<file path="src/rtl/mem_bridge.sv">
// mem_bridge: bridges the 16-bit core memory port onto a byte-wide external
// bus with an acknowledge handshake. Halfwords are split into two
// little-endian byte beats. A per-beat timeout turns a missing acknowledge
// into an error completion.
//
// Optional feature: define MEM_BRIDGE_MISALIGN_TRAP_EN to trap halfword
// requests with addr[0]=1 (no bus beat, error completion). When it is left
// undefined, addr[0] is ignored for halfwords and the access proceeds.
module mem_bridge #(
    parameter int TIMEOUT = 15
) (
    input  logic        clk,
    input  logic        rst_n,
    input  logic        req,
    input  logic        we,
    input  logic        byte_half,
    input  logic [15:0] addr,
    input  logic [15:0] wdata,
    output logic [15:0] rdata,
    output logic        done,
    output logic        err,
    output logic        busy,
    output logic        bus_en,
    output logic        bus_we,
    output logic [15:0] bus_addr,
    output logic [7:0]  bus_wdata,
    input  logic [7:0]  bus_rdata,
    input  logic        bus_ack
);

    typedef enum logic [1:0] {
        ST_IDLE  = 2'd0,
        ST_BEAT0 = 2'd1,
        ST_BEAT1 = 2'd2,
        ST_DONE  = 2'd3
    } state_t;

    // The counter only has to reach TIMEOUT, which never exceeds 255.
    localparam logic [7:0] TIMEOUT_CNT = 8'(TIMEOUT);

    state_t      state_q, state_d;
    logic [15:0] addr_q,  addr_d;
    logic        we_q,    we_d;
    logic        half_q,  half_d;
    logic [15:0] wdata_q, wdata_d;
    logic [7:0]  cnt_q,   cnt_d;
    logic [15:0] rdata_q, rdata_d;
    logic        err_q,   err_d;

    // State and latched request registers; reset drops any in-flight beat.
    always_ff @(posedge clk or negedge rst_n) begin
        if (!rst_n) begin
            state_q <= ST_IDLE;
            addr_q  <= 16'h0000;
            we_q    <= 1'b0;
            half_q  <= 1'b0;
            wdata_q <= 16'h0000;
            cnt_q   <= 8'h00;
            rdata_q <= 16'h0000;
            err_q   <= 1'b0;
        end else begin
            state_q <= state_d;
            addr_q  <= addr_d;
            we_q    <= we_d;
            half_q  <= half_d;
            wdata_q <= wdata_d;
            cnt_q   <= cnt_d;
            rdata_q <= rdata_d;
            err_q   <= err_d;
        end
    end

    // Next-state logic: request capture, beat sequencing, data capture, timeout.
    always_comb begin
        state_d = state_q;
        addr_d  = addr_q;
        we_d    = we_q;
        half_d  = half_q;
        wdata_d = wdata_q;
        cnt_d   = cnt_q;
        rdata_d = rdata_q;
        err_d   = err_q;

        case (state_q)
            ST_IDLE: begin
                if (req) begin
                    addr_d  = addr;
                    we_d    = we;
                    half_d  = byte_half;
                    wdata_d = wdata;
                    cnt_d   = 8'h00;
                    err_d   = 1'b0;
`ifdef MEM_BRIDGE_MISALIGN_TRAP_EN
                    if (byte_half && addr[0]) begin
                        state_d = ST_DONE;
                        err_d   = 1'b1;
                    end else begin
                        state_d = ST_BEAT0;
                    end
`else
                    state_d = ST_BEAT0;
`endif
                end
            end

            ST_BEAT0: begin
                if (bus_ack) begin
                    if (!we_q) begin
                        rdata_d[7:0] = bus_rdata;
                        if (!half_q) begin
                            rdata_d[15:8] = 8'h00;
                        end
                    end
                    if (half_q) begin
                        state_d = ST_BEAT1;
                        cnt_d   = 8'h00;
                    end else begin
                        state_d = ST_DONE;
                    end
                end else if (cnt_q == TIMEOUT_CNT) begin
                    state_d = ST_DONE;
                    err_d   = 1'b1;
                    if (!we_q) begin
                        rdata_d = 16'hFFFF;
                    end
                end else begin
                    cnt_d = cnt_q + 8'd1;
                end
            end

            ST_BEAT1: begin
                if (bus_ack) begin
                    if (!we_q) begin
                        rdata_d[15:8] = bus_rdata;
                    end
                    state_d = ST_DONE;
                end else if (cnt_q == TIMEOUT_CNT) begin
                    state_d = ST_DONE;
                    err_d   = 1'b1;
                    if (!we_q) begin
                        rdata_d = 16'hFFFF;
                    end
                end else begin
                    cnt_d = cnt_q + 8'd1;
                end
            end

            ST_DONE: begin
                state_d = ST_IDLE;
            end

            default: begin
                state_d = ST_IDLE;
            end
        endcase
    end

    // Outputs decoded from state and latched fields only, never from req.
    always_comb begin
        done      = 1'b0;
        err       = 1'b0;
        busy      = (state_q != ST_IDLE);
        bus_en    = 1'b0;
        bus_we    = 1'b0;
        bus_addr  = 16'h0000;
        bus_wdata = 8'h00;
        rdata     = rdata_q;

        case (state_q)
            ST_BEAT0: begin
                bus_en    = 1'b1;
                bus_we    = we_q;
                bus_addr  = half_q ? {addr_q[15:1], 1'b0} : addr_q;
                bus_wdata = wdata_q[7:0];
            end
            ST_BEAT1: begin
                bus_en    = 1'b1;
                bus_we    = we_q;
                bus_addr  = {addr_q[15:1], 1'b1};
                bus_wdata = wdata_q[15:8];
            end
            ST_DONE: begin
                done = 1'b1;
                err  = err_q;
            end
            default: begin
                done = 1'b0;
            end
        endcase
    end

endmodule

</file>
<file path="config.mk">
export PLATFORM = sky130hd
export DESIGN_NAME = mem_bridge
export DESIGN_NICKNAME = d
export VERILOG_FILES = /design/src/rtl/mem_bridge.sv
export SDC_FILE = /design/constraint.sdc
export NUM_CORES = 1
export LEC_CHECK = 0
export CAP_MARGIN = 30
export CORE_UTILIZATION = 47
export DETAILED_ROUTE_END_ITERATION = 8
export PLACE_DENSITY = 0.9
export RECOVER_POWER = 100
export SYNTH_ARGS = -nofsm -noshare
export SYNTH_HDL_FRONTEND = slang
export SYNTH_SLANG_ARGS = --single-unit
</file>
<file path="constraint.sdc">
create_clock -name clk -period 2.7 [get_ports clk]
set_clock_uncertainty 0.1 [all_clocks]
set_input_delay 0.405 -clock clk [delete_from_list [all_inputs] [get_ports clk]]
set_output_delay 0.405 -clock clk [all_outputs]
set_load 0.02 [all_outputs]
</file>
The metal 2 layer:
The bar under the picture is 20 um long. Cells faint in the background.
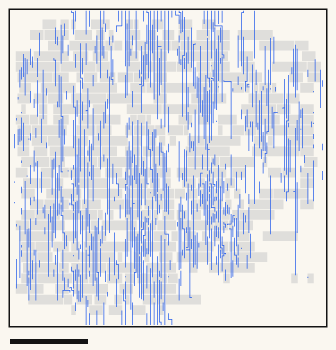
nets with wire on the layer: 360
share of all routed wire: 51%
met2 usage: 37.8%
drt total wl: 6900 um
vias: 2318

The metal 3 layer:
The bar under the picture is 20 um long. Cells faint in the background.
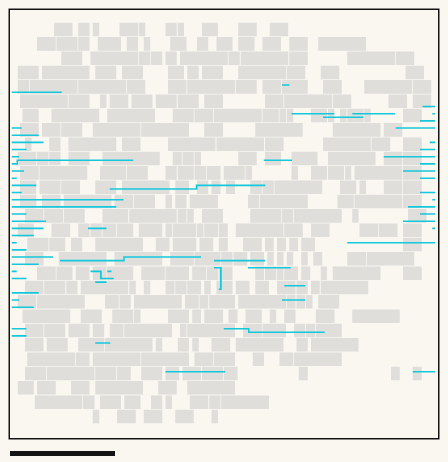
longest straight run: 21.8 um
share of all routed wire: 5.5%
main direction: horizontal
wire length on this layer: 382 um
nets with wire on the layer: 56
GR Layer Usage met3: 5.28%

The metal 1 layer:
The bar under the picture is 20 um long. Cells faint in the background.
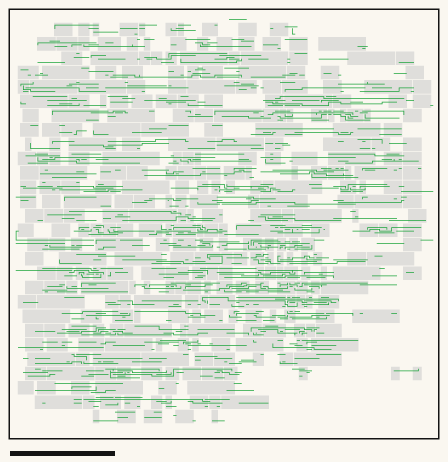
nets with wire on the layer: 330
wire length on this layer: 2950 um
longest straight run: 30.4 um
met1 usage: 28.5%

Track usage over the die:
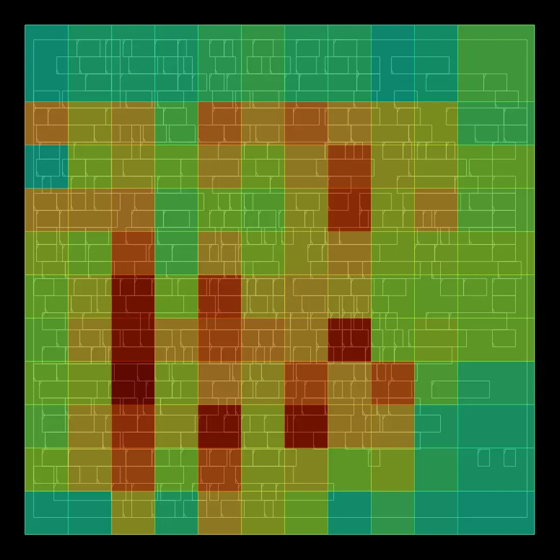
GRT busiest layer: met2
Routed WL per cell: 16.3 um
Final Util: 67.1%

==> impl_metrics.ini <==
; implementation run metrics
[outcome]
status = complete, but fails checks
violations = capacitance limit, slew limit

[power_and_ir_drop]
seqPwrFrac_pct = 32.7
leakage_nw = 1.73
powerDensity_nw_per_um2 = 1180
report.power.total_mw = 4.76
power.internal_mw = 2.87
switchingPower_mw = 1.89

[synthesis]
syn_avg_cell_area_um2 = 11.8
most_common_cell = dfrtp_1
yosys_area_um2 = 2950
yosys_warnings = 0

[worst_setup_path]
cp.arrival_ns = 2.09
r2r_cells = 6
startpoint_type = flop

[timing]
hold_violations = 0
rsz0062_at_grt = false
post-route-period-util_pct = 96.2
final.setup.worst_slack_ns = 0.102
slew_viol_final = 61

[flow_run]
drv_cap = 1
tool_warnings = 32

[final_layout]
logic_area_um2 = 1320
lay_top_count = dfrtp_1
ff_count = 61
n_antenna_cell = 0
num-nonclk-buffers = 98

[route]
route.detailed.drc = 0
ant_nets = 0

[place]
post-place-cells = 409
post-dp-hpwl_um = 4930

[global_route]
grt.total_usage_pct = 23.0

[floorplanning]
pin_count = 91
rows = 28
tapCellCount = 75

[clock_tree]
cts_hold_buf = 0
cts_root_buf = clkbuf_8
